==> config.mk <==
export PLATFORM = sky130hd
export DESIGN_NAME = mul_hilo_sequencer
export DESIGN_NICKNAME = d
export VERILOG_FILES = /design/src/rtl/mul_hilo_sequencer_pkg.sv /design/src/rtl/mul_hilo_sequencer_hilo_regs.sv /design/src/rtl/mul_hilo_sequencer.sv
export SDC_FILE = /design/constraint.sdc
export NUM_CORES = 1
export LEC_CHECK = 0
export CAP_MARGIN = 20
export CELL_PAD_IN_SITES_DETAIL_PLACEMENT = 0
export CELL_PAD_IN_SITES_GLOBAL_PLACEMENT = 2
export CORE_ASPECT_RATIO = 1.25
export CORE_MARGIN = 1.5
export CORE_UTILIZATION = 23
export CTS_BUF_LIST = sky130_fd_sc_hd__clkbuf_4
export CTS_CLUSTER_SIZE = 16
export DETAILED_ROUTE_END_ITERATION = 8
export HOLD_SLACK_MARGIN = 0.06
export PLACE_DENSITY = 0.79
export SYNTH_ARGS = -nofsm -noshare
export SYNTH_HDL_FRONTEND = slang
export SYNTH_HIERARCHICAL = 1
export SYNTH_SLANG_ARGS = --single-unit
==> constraint.sdc <==
create_clock -name clock -period 2 [get_ports clock]
set_input_delay 0.2 -clock clock [delete_from_list [all_inputs] [get_ports clock]]
set_output_delay 0.2 -clock clock [all_outputs]
set_load 0.05 [all_outputs]
port_trees.png
(3 px per um)
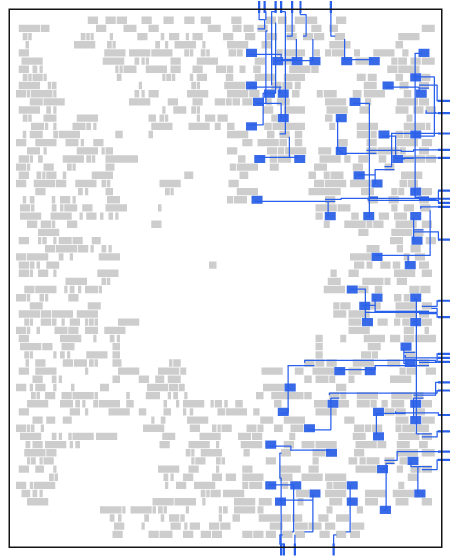
| colour | port | direction | edge | end cells | buffers | wire |
|---|---|---|---|---|---|---|
| blue | wr_data | input | 21 right, 7 top, 4 bottom | 64 | 32 | 1350 um |
IO Pins: 295
Port Buf Inserts: 294

ff_map.png
(3 px per um) Other sequential cells in the stronger grey, the rest of the logic in the fainter grey.
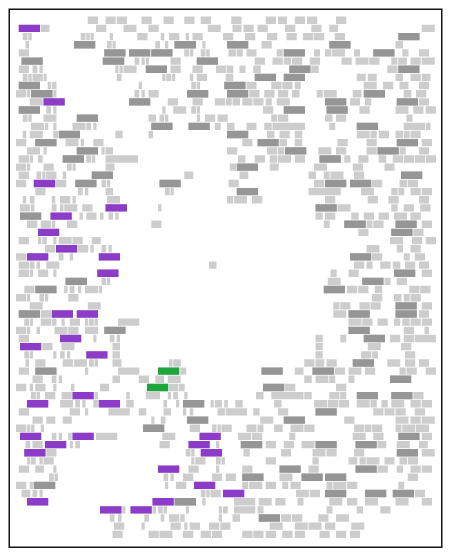
| colour | netlist name | placed flops |
|---|---|---|
| green | cnt_q | 2 |
| purple | mul_q | 32 |
not coloured: 99
post-layout util: 37.9%
register area: 0.00266 mm^2
Seq/total area: 28.8%
Seq group: 2980 uW

placed.png
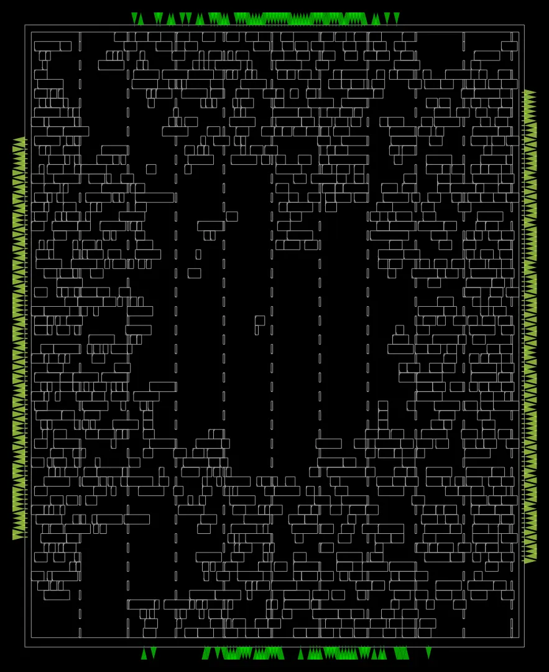
cell row count: 64
FILL cells: 2504
Flops: 133
core area: 0.0244 mm^2
Tap Count: 330

==> flow_metrics.env <==
# physical design summary
export IMPL_fin_nets=1029
export IMPL_grt_max_degree=71
export IMPL_ant_nets=0
export IMPL_yosys_area_mm2=0.00569
export IMPL_final_hold_violation_count=0
export IMPL_cp_depth=1
export IMPL_worst_pin_slew_ns=0.564
export IMPL_cts_buffer_depth=2
export IMPL_cp_max_fo=2
export IMPL_common_cells="133 x dfxtp_1, 130 x nand2_1, 65 x a21oi_1, 65 x nor2b_1, 64 x mux2i_1"
export IMPL_synth_top_area_share_pct=46.8
export IMPL_cts_root_buf="clkbuf_4"
export IMPL_drive_above_1_share_pct=9.94
export IMPL_dp_hpwl_um=12700
export IMPL_combinationalPowerShare_pct=30.4
export IMPL_grt_pass1_wl_um=27500
export IMPL_warning_count=27
export IMPL_cts_tree="done"
export IMPL_grt_usage_pct=14.0
export IMPL_async_flop_share_pct=0
export IMPL_syn_nets=753
export IMPL_crit_path_max_incr_delay_ns=0.84
export IMPL_skew_ns=0.0170
export IMPL_drtIter0Drc=143
export IMPL_r2r_cells=7
export IMPL_finish_instance_area_mm2=0.00925
export IMPL_worstSetupPathType="reg2out"
export IMPL_hold_depth=3
export IMPL_power_switching_share_pct=34.3
export IMPL_crit_arrival_ns=1.70
export IMPL_pwr_share_clk_pct=28.7
export IMPL_p_switching_uw=2500
export IMPL_drc=0
export IMPL_cts_setup_buffers=0
export IMPL_ir_worst_vdd_uv=364
export IMPL_setup_violations=0
export IMPL_clk_latency_ns=0.52
export IMPL_period_used_pct=95.1
export IMPL_crit_family="buffers and inverters"
export IMPL_hp_class="in2reg"
export IMPL_status="finished, final reports clean"
export IMPL_slowest_stage="clkdlybuf4s50_1"
export IMPL_numCtsBuffers=17
export IMPL_routed_via_density=4.24
export IMPL_placed_cells=1173
export IMPL_areaGrowthSynthToFinish_pct=62.6
export IMPL_ys_seq_share_pct=46.8
export IMPL_internal_power_uw=4790
export IMPL_dpl_cell_area_mm2=0.00885
export IMPL_grt_overflow_total=0
export IMPL_start_kind="flip-flop"
export IMPL_synth_dominant_cell_count="dfxtp_1"
export IMPL_fp_dieH_um=179
export IMPL_first_pass_iters=6
export IMPL_crit_buf_inv=1
export IMPL_crit_path_end_kind="output port"
export IMPL_dp_slack_ns=0.359
export IMPL_htreeDepth=4
export IMPL_grt_pass1_vias=4931
export IMPL_ys_flops=133
## per-layer routing
| layer | up-vias | share of wire, % | track usage [%] |
|---|---|---|---|
| met5 | - | 0 | 0 |
| met4 | 0 | 1.0 | 4.12 |
| met3 | 13 | 9.7 | 5.69 |
| met2 | 206 | 47 | 23.6 |
| met1 | 2346 | 42 | 16.3 |
| li1 | 2548 | - | - |
## cell usage in the layout (no fill, tap or decap), types with 2 or more instances in the layout
master and count:
clkinv_4 4, a21oi_1 65, clkbuf_4 19, a211oi_2 38, buf_12 9, dlygate4sd2_1 23
mux2i_1 64, dfxtp_1 133, nand2_1 130, buf_2 2, clkdlybuf4s50_1 227, buf_4 5
inv_1 3, clkinv_1 2, clkinvlp_4 2, a211oi_1 27, dlymetal6s2s_1 41, nor2b_1 65
nor2_1 3, ha_1 2, bufinv_16 4
## per-stage QoR
stage	hold WS, ns	power (uW)	setup TNS [ns]
6_report	0.156	7280	0
5_1_grt	0.112	7660	-0.00125
4_1_cts	0.0902	7460	0
3_5_place_dp	0.446	5320	0
3_3_place_gp	0.441	5310	0
2_1_floorplan	0.336	4420	0
## kinds of logic (layout without fill, tap and decap cells)
| logic type | after synthesis | count (layout) | synth area share (%) |
|---|---|---|---|
| other | 0 | 1 | 0 |
| buffers and inverters | 54 | 343 | 7.34 |
| AND/OR/NAND/NOR | 201 | 201 | 16.3 |
| AND-OR/OR-AND | 132 | 132 | 17.9 |
| flip-flops | 133 | 133 | 46.8 |
| adder cells (fa/ha/maj) | 2 | 2 | 0.440 |
| multiplexers | 64 | 64 | 11.3 |
## area by class of cell
| type | count | area share (%) |
|---|---|---|
| Timing Repair Buffer | 307 | 34.7 |
| Sequential cell | 133 | 28.8 |
| Multi-Input combinational cell | 399 | 28.3 |
| Tap cell | 330 | 4.46 |
| Clock inverter | 13 | 1.97 |
| Clock buffer | 19 | 1.54 |
| Inverter | 4 | 0.162 |
| Antenna cell | 1 | 0.0271 |
## tightest hold or removal path, cell delays in order
cell and delay (ns):
buf_4 0.13, buf_12 0.18, a21oi_1 0.13
## power by group through the flow
stage | Combinational, uW | Sequential (uW) | Clock (uW)
after CTS | 2250 | 2990 | 2220
final | 2220 | 2980 | 2090
after global placement | 2270 | 3040 | 0
after global routing | 2350 | 3010 | 2300
after floorplan | 633 | 3780 | 0
after detailed placement | 2270 | 3040 | 0
## repair_timing
| item | CTS | global route |
|---|---|---|
| hold endpoints to repair | 0 | 0 |
| resized | 23 | 41 |
| hold buffers | 0 | 0 |
| endpoints found under the setup margin | 23 | 41 |
| pin swaps | 0 | 0 |
Power and IR drop assume default switching activity.
